Figure 1. Met3 routing (run 1).
Bar = 20 um. Cells faint in the background.
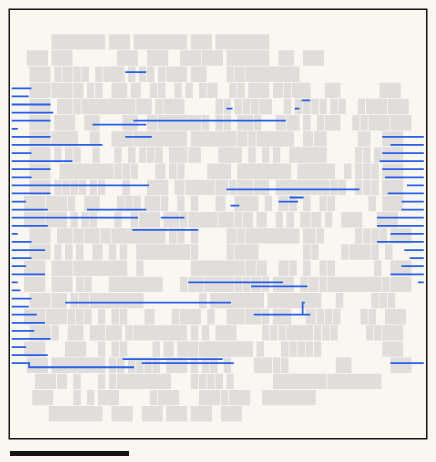
Figure 2. Close-up of the layout (run 1).
Bar = 10 um. Window x 30 to 70, y 0 to 40 um. Cells in grey, sequential cells in the stronger grey; small squares are vias.
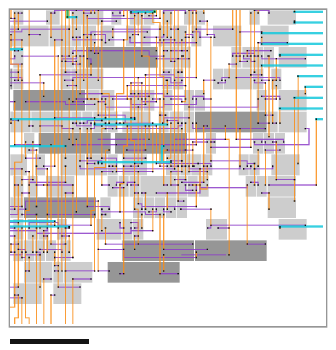
Figure 3. The metal 1 layer (run 1).
Bar = 20 um. Supply wires on this layer in grey.
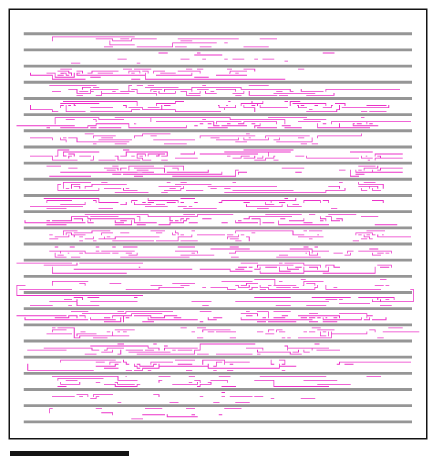
Figure 4. Congestion heat map (run 1).
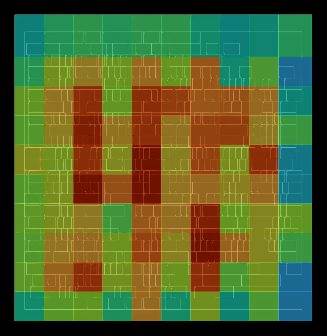
===== config.mk =====
export PLATFORM = sky130hd
export DESIGN_NAME = dma_bus_arbiter
export DESIGN_NICKNAME = d
export VERILOG_FILES = /design/src/rtl/dma_bus_arbiter.sv
export SDC_FILE = /design/constraint.sdc
export NUM_CORES = 1
export LEC_CHECK = 0
export ABC_AREA = 1
export CORE_AREA = 2 2 68 70
export CTS_CLUSTER_SIZE = 12
export DETAILED_ROUTE_END_ITERATION = 10
export DIE_AREA = 0 0 70 72
export PLACE_DENSITY = 0.83
export SYNTH_ARGS = -nofsm -noshare
export SYNTH_HDL_FRONTEND = slang
export SYNTH_SLANG_ARGS = --single-unit

===== constraint.sdc =====
create_clock -name clock -period 3.1 [get_ports clock]
set_input_delay 0.465 -clock clock [delete_from_list [all_inputs] [get_ports clock]]
set_output_delay 0.465 -clock clock [all_outputs]
set_load 0.005 [all_outputs]

===== src/rtl/dma_bus_arbiter.sv =====
// dma_bus_arbiter: owns the shared memory bus between the CPU and the OAM DMA.
// A CPU write to DMA_REG_ADDR latches the source page and starts a DMA_LEN
// byte copy from {src,8'h00} to DST_BASE, alternating one read and one write
// cycle per byte. While a copy runs, CPU HRAM accesses own the bus and stall
// the copy. Every other CPU access is blocked: reads return 8'hFF and writes
// are dropped.
// Ports:
//   clock, reset            clock, async active-low reset
//   cpu_addr/wdata/we/re    CPU request; cpu_rdata returns read data
//   mem_addr/wdata/we/re    bus to memory; mem_rdata is combinational
//   dma_active              high while a copy is in SETUP/RD/WR
//   dma_src                 current source page register
module dma_bus_arbiter #(
  parameter int unsigned DMA_LEN      = 160,
  parameter logic [15:0] DMA_REG_ADDR = 16'hFF46,
  parameter logic [15:0] DST_BASE     = 16'hFE00,
  parameter logic [15:0] HRAM_LO      = 16'hFF80,
  parameter logic [15:0] HRAM_HI      = 16'hFFFE
) (
  input  logic        clock,
  input  logic        reset,
  input  logic [15:0] cpu_addr,
  input  logic [7:0]  cpu_wdata,
  input  logic        cpu_we,
  input  logic        cpu_re,
  output logic [7:0]  cpu_rdata,
  output logic [15:0] mem_addr,
  output logic [7:0]  mem_wdata,
  output logic        mem_we,
  output logic        mem_re,
  input  logic [7:0]  mem_rdata,
  output logic        dma_active,
  output logic [7:0]  dma_src
);

  localparam logic [7:0] LAST = 8'(DMA_LEN - 1);

  typedef enum logic [1:0] {IDLE, SETUP, RD, WR} state_t;

  state_t     state, state_nxt;
  logic [7:0] src_reg, idx, idx_nxt, byte_buf, byte_buf_nxt;
  logic       active_q;
  logic       hit_reg, hit_hram, cpu_own, reg_wr;

  assign hit_reg  = (cpu_addr == DMA_REG_ADDR);
  assign hit_hram = (cpu_addr >= HRAM_LO) && (cpu_addr <= HRAM_HI);
  assign cpu_own  = (cpu_re | cpu_we) && hit_hram;
  assign reg_wr   = cpu_we && hit_reg;

  // Next state. A register write restarts from SETUP in any state; otherwise
  // a CPU HRAM cycle freezes the copy in place.
  always_comb begin
    state_nxt    = state;
    idx_nxt      = idx;
    byte_buf_nxt = byte_buf;
    if (reg_wr) begin
      state_nxt = SETUP;
      idx_nxt   = '0;
    end else if (!cpu_own) begin
      case (state)
        SETUP: begin
          state_nxt = RD;
          idx_nxt   = '0;
        end
        RD: begin
          state_nxt    = WR;
          byte_buf_nxt = mem_rdata;
        end
        WR: begin
          idx_nxt   = idx + 8'd1;
          state_nxt = (idx == LAST) ? IDLE : RD;
        end
        default: ;
      endcase
    end
  end

  // Bus mux. Idle bus cycles still present cpu_addr with both strobes low.
  always_comb begin
    mem_addr  = cpu_addr;
    mem_wdata = cpu_wdata;
    mem_we    = 1'b0;
    mem_re    = 1'b0;
    cpu_rdata = 8'hFF;
    if (hit_reg)
      cpu_rdata = src_reg;
    if (state == IDLE || cpu_own) begin
      mem_we = cpu_we & ~hit_reg;
      mem_re = cpu_re & ~hit_reg;
      if (!hit_reg)
        cpu_rdata = mem_rdata;
    end else if (!reg_wr) begin
      // On a restart cycle the copy issues nothing; the buffered byte is lost.
      case (state)
        RD: begin
          mem_addr = {src_reg, idx};
          mem_re   = 1'b1;
        end
        WR: begin
          mem_addr  = DST_BASE + {8'h00, idx};
          mem_wdata = byte_buf;
          mem_we    = 1'b1;
        end
        default: ;
      endcase
    end
    // Strobes must be dead the instant reset asserts, even mid-cycle.
    if (!reset) begin
      mem_we = 1'b0;
      mem_re = 1'b0;
    end
  end

  always_ff @(posedge clock or negedge reset) begin
    if (!reset) begin
      state    <= IDLE;
      src_reg  <= 8'h00;
      idx      <= 8'h00;
      byte_buf <= 8'h00;
      active_q <= 1'b0;
    end else begin
      state    <= state_nxt;
      idx      <= idx_nxt;
      byte_buf <= byte_buf_nxt;
      active_q <= (state_nxt != IDLE);
      if (reg_wr)
        src_reg <= cpu_wdata;
    end
  end

  assign dma_active = active_q;
  assign dma_src    = src_reg;

endmodule


==> Changelog: implementation <==
## Implementation

* Residual DRC count at 0
* Synth Area in XOR/XNOR at ~1.3%
* Post-route design area at approximately 3000 um2
* Status: completed
* Initial antenna violation count at 0
* Clock share of power at approximately a fifth
* Worst setup SP type: primary input
* Combinational power share at 38.6%
* Mean Syn Cell Area at 6.51 um2
* Global-route usage over all layers at 25.8%
* Critical Path End Type: primary output
* CP required at roughly 2.6 ns
* Pin count of the biggest net entering global routing at 28
* Global-route wire length before repair at approximately 10 mm
* Fraction of layout cells with a size suffix above 1 at a little under a tenth
* Fmax at about 340 MHz
* Port Buf Inserts at 78
* Die Area at between 5000 and 6000 um2
* Vias/cell at slightly above 5
* Max_cap viols at 0
* Rel. slew slack at about 73%
* Sw frac at between 30% and 40%
* Initial drt markers at 152
* Fin nets at approximately 430
* Boundary Pins at slightly below 80
* Diode count at 0
* Final period utilization at a little over nine tenths
* Most instantiated logic cells after routing: nand2_1, clkdlybuf4s50_1, dfrtp_1
* P_sw at slightly below 400 uW
* Post-route ant nets at 0
* Worst-Margin Slew at 0.405 ns
* Mapped Cells at around 310
* Critical path, cell by cell: clkdlybuf4s50_1 > nand2_1 > nor2_1 > nand2_2 > inv_4 > nand3_4 > nand2_4 > inv_2 > nand2_4 > nand2_1 > nand2_1 > clkdlybuf4s50_1
* GPL Wtd Cong at around 0.9
* Count of final hold-check violations at 0
* Post-DP HPWL at ~4.7 mm
* Cts bufs inserted at 3
* Maximum clock path buffer count at 2
* CTS tree: done
* Fin. max-slew vios at 0
* Area post-placement at approximately 2900 um2
* Seq/Total Area, Yosys at between 30 and 40%
* Final std cells w/o fill at between 400 and 500
* Post-Syn Area at around 2000 um2
* Adder share at less than 1%
* Peak VDD IR at 0.215 mV
* Vias in the first global route at approximately 2400
* Die Y at slightly above 70 um
* Mux area share at 0.495%
* Cell Type Count at 31
* Slowest-stage cell, CP: clkdlybuf4s50_1
* Row Count at 24
* Critical path type: primary input to primary output
* Starting Density at a little under half
* Root Driver: clkbuf_8
* Clk_skew at roughly 0.0045 ns
* CP dominant cell by count: nand2_1
* Min-delay worst type: flip-flop to flip-flop
* H-tree Lvls at 1
* Worst Path Max Fanout at 9
* Pre-antenna DRT Iters at 4
* Clock network latency to the later pin of the worst-skew pair at between 0.2 and 0.3 ns
* Tool warnings at 26
* Yosys cell count at roughly 310
* Hold_buf cts at 0
* Post-Syn Nets at between 300 and 400
* Yosys synthesis warning count at 0
* Flops after synth at 27
* Clock Sinks at 27
* WP data arrival at 2.50 ns
* Cells after DPL at about 440
* Synth-to-Final Area Change at 46.6%
* Fill cells at around 400
* Hold WS at 0.486 ns
* Commonest Layout Cell: nand2_1
* Period minus WS final at around 3.0 ns
* Setup-failing EPs final at 0
* Die X at ~70 um
* Largest delay share family, worst path: buffers and inverters
* Pwr dens at ~380 nW/um2
* Power Internal at 728 uW
* Synthesis area per yosys at 2020 um2
* P_leak at roughly 0.0014 uW
* Floorplan Core Area at between 4000 and 5000 um2
* Critical Path Max Stage Delay at approximately 0.52 ns
* Worst-path clk slew at 0.11 ns
* Sequential power share at 41.0%
* GR Overflow Total at 0
* CP Buf/Inv Count at 4
* Synth logic family: simple AND/OR/NAND/NOR gates
* AND-OR/OR-AND Cells, Area Fraction at 11.8%
* Yosys simple share at 42.7%
Notes on Figure 1 above:
longest straight run = 27.6 um
wire length on this layer = 500 um
main direction = horizontal
nets with wire on the layer = 68

Notes on Figure 2 above:
cyan -> met3
green -> met4
orange -> met2
purple -> met1
cells with their middle in the window = 129
most frequent = nand2_1 (56), clkdlybuf4s50_1 (17), nor2_1 (10)
sequential cells in the window = 9
netlist names of flops here include = idx (7)

Notes on Figure 3 above:
nets with wire on the layer = 373
share of all routed wire = 40%
wire length on this layer = 2510 um
GR Layer Usage met1: 30.9%
Total Wirelength: 6.26 mm
Vias: 2312

Notes on Figure 4 above:
GR Layer Usage met3: 3.61%
routed len/inst: 14.0 um
fin util: 69.6%

-- run 1: final cells by class --
cell class	instances	area, um2	share of cell area [%]
multi-input cells	244	1170	39.5
repair buffers	89	876	29.5
flip-flops and latches	27	676	22.8
inverters	32	129	4.34
well taps	52	65.1	2.19
clock buffers	3	41.3	1.39
clock inverters	1	8.76	0.295
-- run 1: worst reg2reg max path, stage by stage, from the launching register on --
cell	delay, ns
dfrtp_1	0.61
nand2_1	0.13
buf_4	0.21
nor3_1	0.14
nand2_1	0.07
nand2_1	0.08
inv_1	0.04
nand2_1	0.07
nand3_1	0.06
-- run 1: registers in the layout, summed over array words and instances (netlist names) --
register    cells
byte_buf        8
dma_active      1
dma_src         8
idx             8
state           2
-- run 1: power groups by stage --
stage	clock network [uW]	registers, uW	logic (uW)
after floorplan	0	449	201
after CTS	226	457	427
after detailed placement	0	463	425
after global placement	0	462	413
final	227	458	431
after global routing	239	465	479
-- run 1: final timing paths --
path | endpoint | depth (start not counted) | slack, ns | startpoint
hold reg to reg | byte_buf[1]$_DFFE_PN0P_ | 2 | 0.49 | byte_buf[1]$_DFFE_PN0P_
min in group asynchronous | idx[1]$_DFFE_PN0P_ | 2 | 0.59 | reset
setup / recovery | mem_addr[8] | 12 | 0.14 | cpu_addr[12]
setup reg to reg | dma_active$_DFF_PN0_ | 8 | 1.58 | state[1]$_DFF_PN0_
hold / removal | byte_buf[1]$_DFFE_PN0P_ | 2 | 0.49 | byte_buf[1]$_DFFE_PN0P_
max in group asynchronous | byte_buf[5]$_DFFE_PN0P_ | 2 | 2.24 | reset
-- run 1: repair_timing --
action	in CTS	in global routing
gates resized	0	5
setup buffers	0	3
hold endpoints to repair	0	0
endpoints found under the setup margin	0	23
-- run 1: Yosys cell counts, drive strengths merged --
library cell | n | area, um2
a21oi | 3 | 15.0
mux2i | 1 | 10.0
ha | 1 | 12.5
inv | 31 | 119
xnor2 | 1 | 8.76
nand2 | 156 | 608
o211ai | 7 | 52.6
dfrtp | 27 | 676
xor2 | 2 | 17.5
o21a | 1 | 7.51
a22oi | 7 | 57.6
nand3 | 12 | 90.1
nor2 | 29 | 116
o21ai | 17 | 85.1
nor3b | 1 | 7.51
clkinv | 1 | 8.76
nor3 | 3 | 15.0
o22ai | 1 | 20.0
nand4 | 2 | 27.5
buf | 8 | 68.8
-- run 1: cell families (layout without fill, tap and decap cells) --
group	Yosys count	after routing
buf+inv	40	125
simple gates	203	203
fa+ha+maj	1	1
flops	27	27
xor+xnor	3	3
compound gates	36	36
mux	1	1
-- run 1: layer usage --
layer	vias up	wire, um	GRT usage (%)
met2	92	3180	47.4
met3	8	499	3.61
met1	1068	2510	30.9
li1	1144	-	-
met4	0	71	9.40
met5	-	0	0
-- run 1: metrics by stage --
| stage | power (uW) | setup WS [ns] | setup TNS, ns |
|---|---|---|---|
| final | 1120 | 0.135 | 0 |
| after global routing | 1180 | -0.0116 | -0.0317 |
| after CTS | 1110 | 0.0426 | 0 |
| after detailed placement | 888 | 0.0680 | 0 |
| after global placement | 875 | 0.0843 | 0 |
| after floorplan | 651 | 1.34 | 0 |
Power figures rest on the tool's default switching activity, not on a simulated workload.
